--- config.mk ---
export PLATFORM = sky130hd
export DESIGN_NAME = alu_b_output_unit
export DESIGN_NICKNAME = d
export VERILOG_FILES = /design/src/rtl/sap_pkg.sv /design/src/rtl/out_fifo2.sv /design/src/rtl/alu_b_output_unit.sv
export SDC_FILE = /design/constraint.sdc
export NUM_CORES = 1
export LEC_CHECK = 0
export ABC_CLOCK_PERIOD_IN_PS = 3300
export CAP_MARGIN = 10
export CORE_ASPECT_RATIO = 0.8
export CORE_MARGIN = 2
export CORE_UTILIZATION = 40
export DETAILED_ROUTE_END_ITERATION = 10
export PLACE_DENSITY = 0.68
export SLEW_MARGIN = 20
export SYNTH_ARGS = -nofsm -noshare
export SYNTH_HDL_FRONTEND = slang
export SYNTH_SLANG_ARGS = --single-unit
--- constraint.sdc ---
create_clock -name clk -period 3.3 [get_ports clk]
set_clock_uncertainty 0.05 [all_clocks]
set_input_delay 0.825 -clock clk [delete_from_list [all_inputs] [get_ports clk]]
set_output_delay 0.825 -clock clk [all_outputs]
set_load 0.01 [all_outputs]
--- src/rtl/sap_pkg.sv ---
// Shared constants and types for the SAP-1 style datapath.
// Used by the ALU/B stage and its output queue.
package sap_pkg;

  localparam int DATA_W    = 4;
  localparam int ADDR_W    = 4;
  localparam int OUT_DEPTH = 2;

  typedef struct packed {
    logic carry;
    logic zero;
  } alu_flags_t;

endpackage

--- src/rtl/out_fifo2.sv ---
// Two-entry output queue with valid/ready drain and a sticky
// overflow bit for pushes that arrive while the queue is full.
module out_fifo2
  import sap_pkg::*;
#(
  parameter int W     = DATA_W,
  parameter int DEPTH = OUT_DEPTH
) (
  input  logic         clk,
  input  logic         reset,
  input  logic         push_req,
  input  logic [W-1:0] din,
  output logic [W-1:0] dout,
  output logic         valid,
  input  logic         ready,
  output logic         overflow
);

  logic [W-1:0] mem [2];
  logic         rd_ptr;
  logic         wr_ptr;
  logic [1:0]   count;
  logic         full;
  logic         pop;
  logic         push;

  assign full  = (count == 2'(DEPTH));
  assign valid = (count != 2'd0);
  assign pop   = valid && ready;
  // a pop in the same cycle frees the slot for the push
  assign push  = push_req && (!full || pop);
  assign dout  = valid ? mem[rd_ptr] : '0;

  // pointers, occupancy and sticky overflow
  always_ff @(posedge clk) begin
    if (reset) begin
      rd_ptr   <= 1'b0;
      wr_ptr   <= 1'b0;
      count    <= 2'd0;
      overflow <= 1'b0;
    end else begin
      if (pop)  rd_ptr <= ~rd_ptr;
      if (push) wr_ptr <= ~wr_ptr;
      count <= count + {1'b0, push} - {1'b0, pop};
      if (push_req && !push) overflow <= 1'b1;
    end
  end

  // entry storage; contents are masked by valid so no reset needed
  always_ff @(posedge clk) begin
    if (!reset && push) mem[wr_ptr] <= din;
  end

endmodule

--- src/rtl/alu_b_output_unit.sv ---
// B register, add/subtract ALU with registered flags, and the
// OUT-instruction queue feeding the display.
module alu_b_output_unit #(
  parameter int DATA_W    = sap_pkg::DATA_W,
  parameter int OUT_DEPTH = sap_pkg::OUT_DEPTH
) (
  input  logic              clk,
  input  logic              reset,
  input  logic [DATA_W-1:0] ram_data,
  input  logic [DATA_W-1:0] a_data,
  input  logic              Lb,
  input  logic              Su,
  input  logic              Eu,
  input  logic              Lo,
  output logic [DATA_W-1:0] alu_out,
  output logic              carry_flag,
  output logic              zero_flag,
  output logic [DATA_W-1:0] out_data,
  output logic              out_valid,
  input  logic              out_ready,
  output logic              overflow
);

  import sap_pkg::*;

  logic [DATA_W-1:0] b_reg;
  logic [DATA_W-1:0] opnd;
  logic [DATA_W:0]   sum;
  alu_flags_t        flags;

  // two's-complement subtract done at DATA_W+1 bits so that
  // B=0 still yields carry (no borrow)
  assign opnd = Su ? ~b_reg : b_reg;
  assign sum  = {1'b0, a_data} + {1'b0, opnd}
              + {{DATA_W{1'b0}}, Su};

  assign alu_out    = Eu ? sum[DATA_W-1:0] : '0;
  assign carry_flag = flags.carry;
  assign zero_flag  = flags.zero;

  // B register load from the RAM data path
  always_ff @(posedge clk) begin
    if (reset)   b_reg <= '0;
    else if (Lb) b_reg <= ram_data;
  end

  // flags capture the result whenever the ALU is enabled
  always_ff @(posedge clk) begin
    if (reset) begin
      flags <= '0;
    end else if (Eu) begin
      flags.carry <= sum[DATA_W];
      flags.zero  <= (sum[DATA_W-1:0] == '0);
    end
  end

  out_fifo2 #(
    .W     (DATA_W),
    .DEPTH (OUT_DEPTH)
  ) u_out_fifo (
    .clk      (clk),
    .reset    (reset),
    .push_req (Lo),
    .din      (a_data),
    .dout     (out_data),
    .valid    (out_valid),
    .ready    (out_ready),
    .overflow (overflow)
  );

endmodule

### Sequential cells coloured by netlist name, run 1

Bar = 20 um. Other sequential cells in the stronger grey, the rest of the logic in the fainter grey.
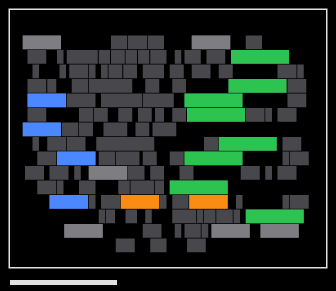
`u_out_fifo.count` -> orange  # placed flops 2
`b_reg` -> blue  # placed flops 4, where west
`u_out_fifo.mem` -> green  # placed flops 8
not coloured = 6

### Clock network drawn from the DEF, run 1

Bar = 20 um.
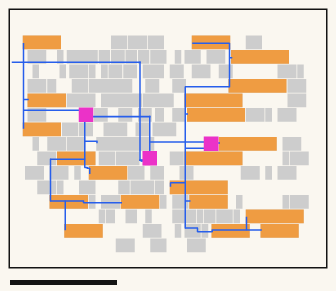
flip-flops -> orange  # count 20
clock wires -> blue  # length 233 um
cells driving clock nets -> magenta  # count 3
routed clock nets = 4
flops lie = spread over the die

### Cell sizes after repair, run 1

Bar = 20 um.
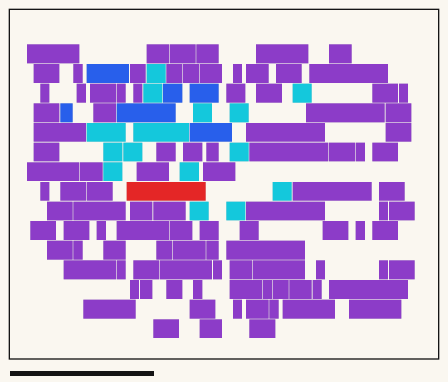
drive 1 or less -> purple  # cells 103, share 82%, most used clkdlybuf4s50_1
drive 3 to 4 -> cyan  # cells 15, share 12%, most used buf_4
drive 2 -> blue  # cells 6, share 4.8%
drive 6 and up -> red  # cells 1, share 0.80%, most used bufinv_16
nonclk buf count: 36
cell area after layout: 0.00139 mm2

==> summary.txt, run 1 <==
Physical implementation

The run finished with clean final reports. The longest incremental delay of any stage on the critical path is reported as 0.36 ns. Signal nets in the final route climb as high as met4. In the finished design, the share of the clock period the worst path needs comes to 96.9%. The endpoint of the worst register-to-register path is zero_flag$_SDFFE_PP0P_. The final weighted congestion recorded by global placement is just under 0.8.

The register with the most flip-flops in the layout has 8 of them. The worst hold endpoint is zero_flag$_SDFFE_PP0P_. The launch point of the worst hold path is zero_flag$_SDFFE_PP0P_.

In the final design database the tool counted 147 nets. The layout report lists the multi-input gate area as 482 um2. In the global route stage, met2 resource usage came out at 25.5%.

After synthesis, the cell types taking the most area are sky130_fd_sc_hd__dfxtp_1 (25%), sky130_fd_sc_hd__edfxtp_1 (25%), sky130_fd_sc_hd__mux2i_1 (8.2%). For this run, the share of the core covered by cells in the final layout is ~62%. The number of different library cells used by synthesis comes to 23. The total setup violations reported at the end of the flow is 0. The clock latency at the later pin of the worst-skew pair is 0.30 ns. The yosys warning tally is 0.

The via count of the first global-routing pass is about 680. The number of logic gates is 61. The HPWL after detailed placement is between 1000 and 1500 um. For this floorplan the total number of well-tap instances is 25.

The area of the mapped netlist is about 980 um2. The number of enable flip-flop cells is 8. The highest clock rate is about 0.31 GHz.

The iteration count of the initial detailed-routing pass is 4. The sequential power reported by the tool is 0.318 mW. The synthesized design devotes to its leading area cell type 24.6% of total area. The fraction of area in registers is about a third.

The area fraction in mux cells is around 9.7%. The wire length per cell is 12.4 um. Synthesis handed over a netlist of 88 instances. The number of cells in Yosys stat is 88.

The simple-gate share of the synthesized area is between 10% and 20%. After clock tree synthesis, the clock-pin slew on the worst setup and hold paths is 0.11 ns. The clock network power reported by the tool is approximately 0.2 mW. After layout, the inverter instance count without clock inverters stands at 4. The area of placed instances is 0.00133 mm2. The overall die size recorded for this design is between 0.002 and 0.003 mm2. The switching share of power is 28.6%.
==> run 2: changes to the inputs <==
--- a/config.mk
+++ b/config.mk
@@ -9,10 +9,12 @@
 export CAP_MARGIN = 10
 export CORE_ASPECT_RATIO = 0.8
 export CORE_MARGIN = 2
-export CORE_UTILIZATION = 40
+export CORE_UTILIZATION = 46
+export CTS_CLUSTER_SIZE = 24
 export DETAILED_ROUTE_END_ITERATION = 10
-export PLACE_DENSITY = 0.68
+export PLACE_DENSITY = 0.77
 export SLEW_MARGIN = 20
 export SYNTH_ARGS = -nofsm -noshare
 export SYNTH_HDL_FRONTEND = slang
+export SYNTH_HIERARCHICAL = 1
 export SYNTH_SLANG_ARGS = --single-unit
==> summary.txt, run 2 <==
Physical implementation

The count of input and output buffers is 26. Ranked by total cell area, the synthesized netlist is headed by sky130_fd_sc_hd__dfxtp_1 (24%), sky130_fd_sc_hd__edfxtp_1 (24%), sky130_fd_sc_hd__mux2i_1 (8.1%). The non-clock inverter total of the final layout is 5 (+1).

The met2 routing resource usage after global routing is 26.4% (+0.93 points). The number of flip-flops under the largest register name is 8 (unchanged). The post-detailed-placement half-perimeter wirelength is 1520 um (+1.7%). The total setup violations reported at the end of the flow is 0 (unchanged). The run finished with clean final reports. The number of cells in Yosys stat is 91 (+3.4%). The number of enable flip-flop cells is 8 (unchanged). The simple-gate share of the synthesized area is 13.2% (-0.71 points). The clock slew seen by the registers of the worst setup and hold paths is 0.11 ns (about the same). The final worst-path cycle share is 96.3% (-0.57 points). The synthesized instance count was 91 (+3.4%). The area of the mapped netlist is 993 um2 (+1.5%). The number of unique standard cell types used by synthesis was 26 (+13%). The switching share of power is 28.9% (+0.31 points). The number of DRC violations after detailed-routing iteration 0 is 8. The most critical hold endpoint after final layout shows a slack of 0.451 ns. The combinational cell area excluding buffers and inverters is 485 um2 (+0.78%).

The iteration count of the initial detailed-routing pass came to 2 (-2). The area of placed instances is 0.00132 mm2 (-0.57%). The fraction of area in registers was 35.0% (+0.35 points). The worst hold endpoint is carry_flag$_SDFFE_PP0P_. The wire length per cell was 12.3 um (-1.4%). Routed signal wires occupy layers up through met4.

The total sequential power is 0.325 mW (+2%). The via count of the first global-routing pass was 685 (+1.0%). The highest clock rate is 0.315 GHz (+0.59%). The yosys warning tally is 6 (+6). The worst register-to-register path ends at zero_flag$_SDFFE_PP0P_. The area fraction in mux cells is 11.1% (+1.4 points). The number of nets at the end of the flow is 146 (-0.68%).

The launch point of the worst min-delay path is recorded as carry_flag$_SDFFE_PP0P_.
### Close-up of the layout, run 2

Window x 26 to 56, y 0 to 30 um. Cells in grey, sequential cells in the stronger grey; small squares are vias.
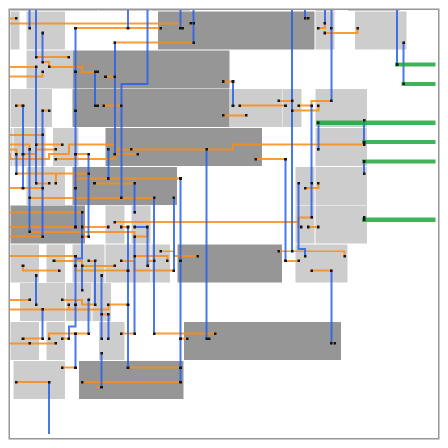
met2 -> blue
met1 -> orange
met3 -> green
cells with their middle in the window = 38
most frequent = nor2_1 (8), clkdlybuf4s50_1 (6), edfxtp_1 (5)
netlist names of flops here include = `u_out_fifo/mem` (5)
sequential cells in the window = 9

### Clock nets, run 2

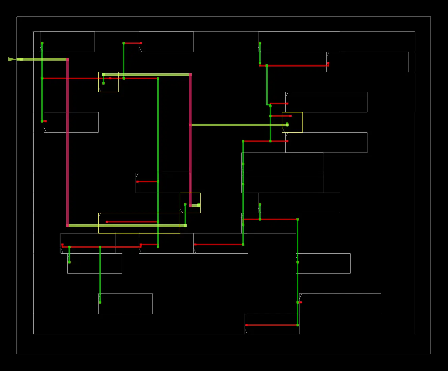
CTS sink cnt: 20
Flops: 20
number of CTS-inserted buffers: 3
Clk power: 0.202 mW

### Cell sizes after repair, run 2

Bar = 20 um.
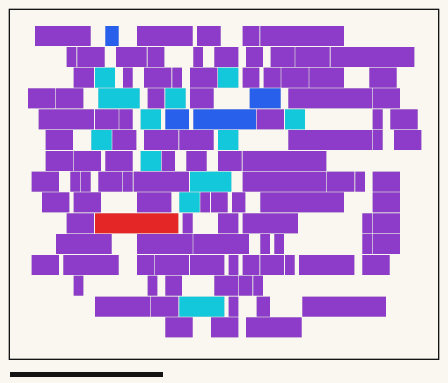
drive 2 -> blue  # cells 4, share 3.2%
drive 3 to 4 -> cyan  # cells 12, share 9.7%, most used buf_4
drive 1 or less -> purple  # cells 107, share 86%, most used clkdlybuf4s50_1
drive 6 and up -> red  # cells 1, share 0.81%, most used bufinv_16
crit path setup slack, layout: 0.121 ns
Synth-to-Final Area Change: 38.2%
nonclk buf count: 32
cell area after layout: 0.00137 mm2

### Sequential cells coloured by netlist name, run 2

Bar = 20 um. Other sequential cells in the stronger grey, the rest of the logic in the fainter grey.
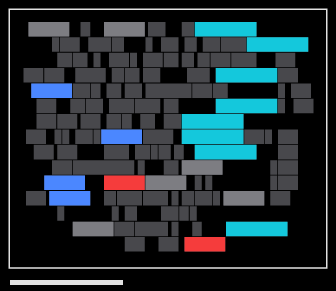

==> run 3: changes to the inputs <==
--- a/config.mk
+++ b/config.mk
@@ -8,7 +8,7 @@
 export ABC_CLOCK_PERIOD_IN_PS = 3300
 export CAP_MARGIN = 10
 export CORE_ASPECT_RATIO = 0.8
-export CORE_MARGIN = 2
+export CORE_MARGIN = 1.5
 export CORE_UTILIZATION = 46
 export CTS_CLUSTER_SIZE = 24
 export DETAILED_ROUTE_END_ITERATION = 10
### Sequential cells coloured by netlist name, run 3

Bar = 20 um. Other sequential cells in the stronger grey, the rest of the logic in the fainter grey.
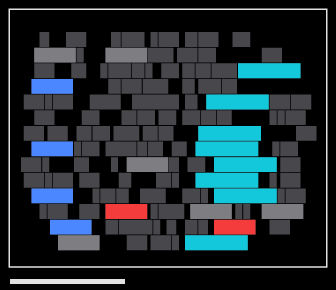
`u_out_fifo/count` -> red  # placed flops 2
`b_reg` -> blue  # placed flops 4
`u_out_fifo/mem` -> cyan  # placed flops 8
not coloured = 6
flip-flop and latch area: 480 um2
final core occ: 69.2%
flop share of the area: 35.4%
sequential-cell power consumption: 0.327 mW

### Clock nets, run 3

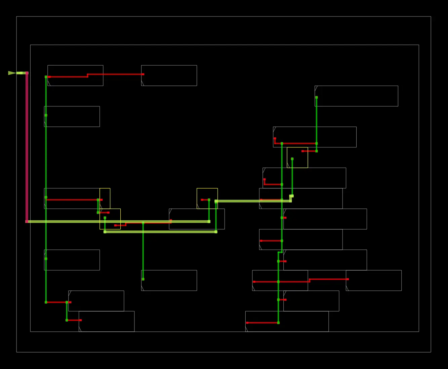
Clk power: 0.113 mW
clock latency on the worst-skew pair: 0.30 ns
clock buf count: 3

### Clock network drawn from the DEF, run 3

Bar = 20 um.
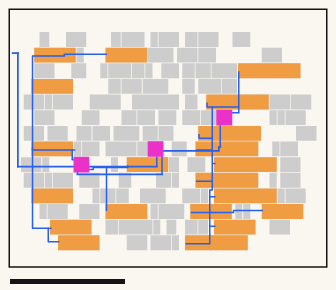
clock wires -> blue  # length 229 um
cells driving clock nets -> magenta  # count 3
flip-flops -> orange  # count 20
routed clock nets = 4
power share of the clock group: 15.5%

==> summary.txt, run 3 <==
Physical implementation

The via count of the first global-routing pass came to 771 (+13%). The count of non-CTS buffers in the layout came to 34 (+6.3%). The number of sequential storage elements is 20 (unchanged). The total setup violations reported at the end of the flow was 0 (unchanged).

The met2 routing resource usage after global routing came to 35.2% (+8.8 points). The number of buffers inserted during clock tree synthesis was 3 (unchanged). The post-detailed-placement half-perimeter wirelength is 1650 um (+8.6%). The endpoint of the worst register-to-register path is zero_flag$_SDFFE_PP0P_. The number of enable flip-flop cells is 8 (unchanged). The number of flip-flops under the largest register name is 8 (unchanged). The total stage count of the critical path is 6. The simple-gate share of the synthesized area is 13.2% (unchanged).

The setup slack after layout came to 0.119 ns (-0.00227 ns). The flow ran to the end, and the final reports show no timing, DRC or antenna violations. The number of DRC violations after detailed-routing iteration 0 was 10 (+2). The number of sinks on the clock net is 20 (unchanged). The synthesized instance count is 91 (unchanged). The final non-filler cell area is 0.00136 mm2 (-1.1%). The area growth from synthesis to layout is 36.6%. The launch point of the worst hold path is carry_flag$_SDFFE_PP0P_. The combinational cell area excluding buffers and inverters is 485 um2 (unchanged). The clock slew seen by the registers of the worst setup and hold paths was 0.10 ns (about the same). The number of cells in Yosys stat is 91 (unchanged). The non-clock inverter total of the final layout is 5 (unchanged). The yosys warning tally is 6 (unchanged).

The number of unique standard cell types used by synthesis came to 26 (unchanged). In this run the top signal layer used is met4. Global routing consumed, over all layers together, 20.1% of the routing resources. The routing usage on met1 is ~22%. The final worst-path cycle share was 96.4% (about the same). The required time of the worst setup path is about 2.4 ns.

The highest clock rate is 0.314 GHz (about the same). The area of placed instances is 0.00133 mm2 (+1.0%). In this run the power density over the cells is 538 mW/mm2. The count of input and output buffers is 26 (unchanged). The worst hold endpoint is carry_flag$_SDFFE_PP0P_. The wire length per cell came to 13.0 um (+6.3%). The number of nets at the end of the flow is 148 (+1.4%).

The worst hold slack across all endpoints came to 0.445 ns (-0.00512 ns). The area fraction in mux cells is 11.1% (unchanged). The switching share of power came to 31.7% (+2.8 points).
Power is estimated from default activity; no workload was simulated.
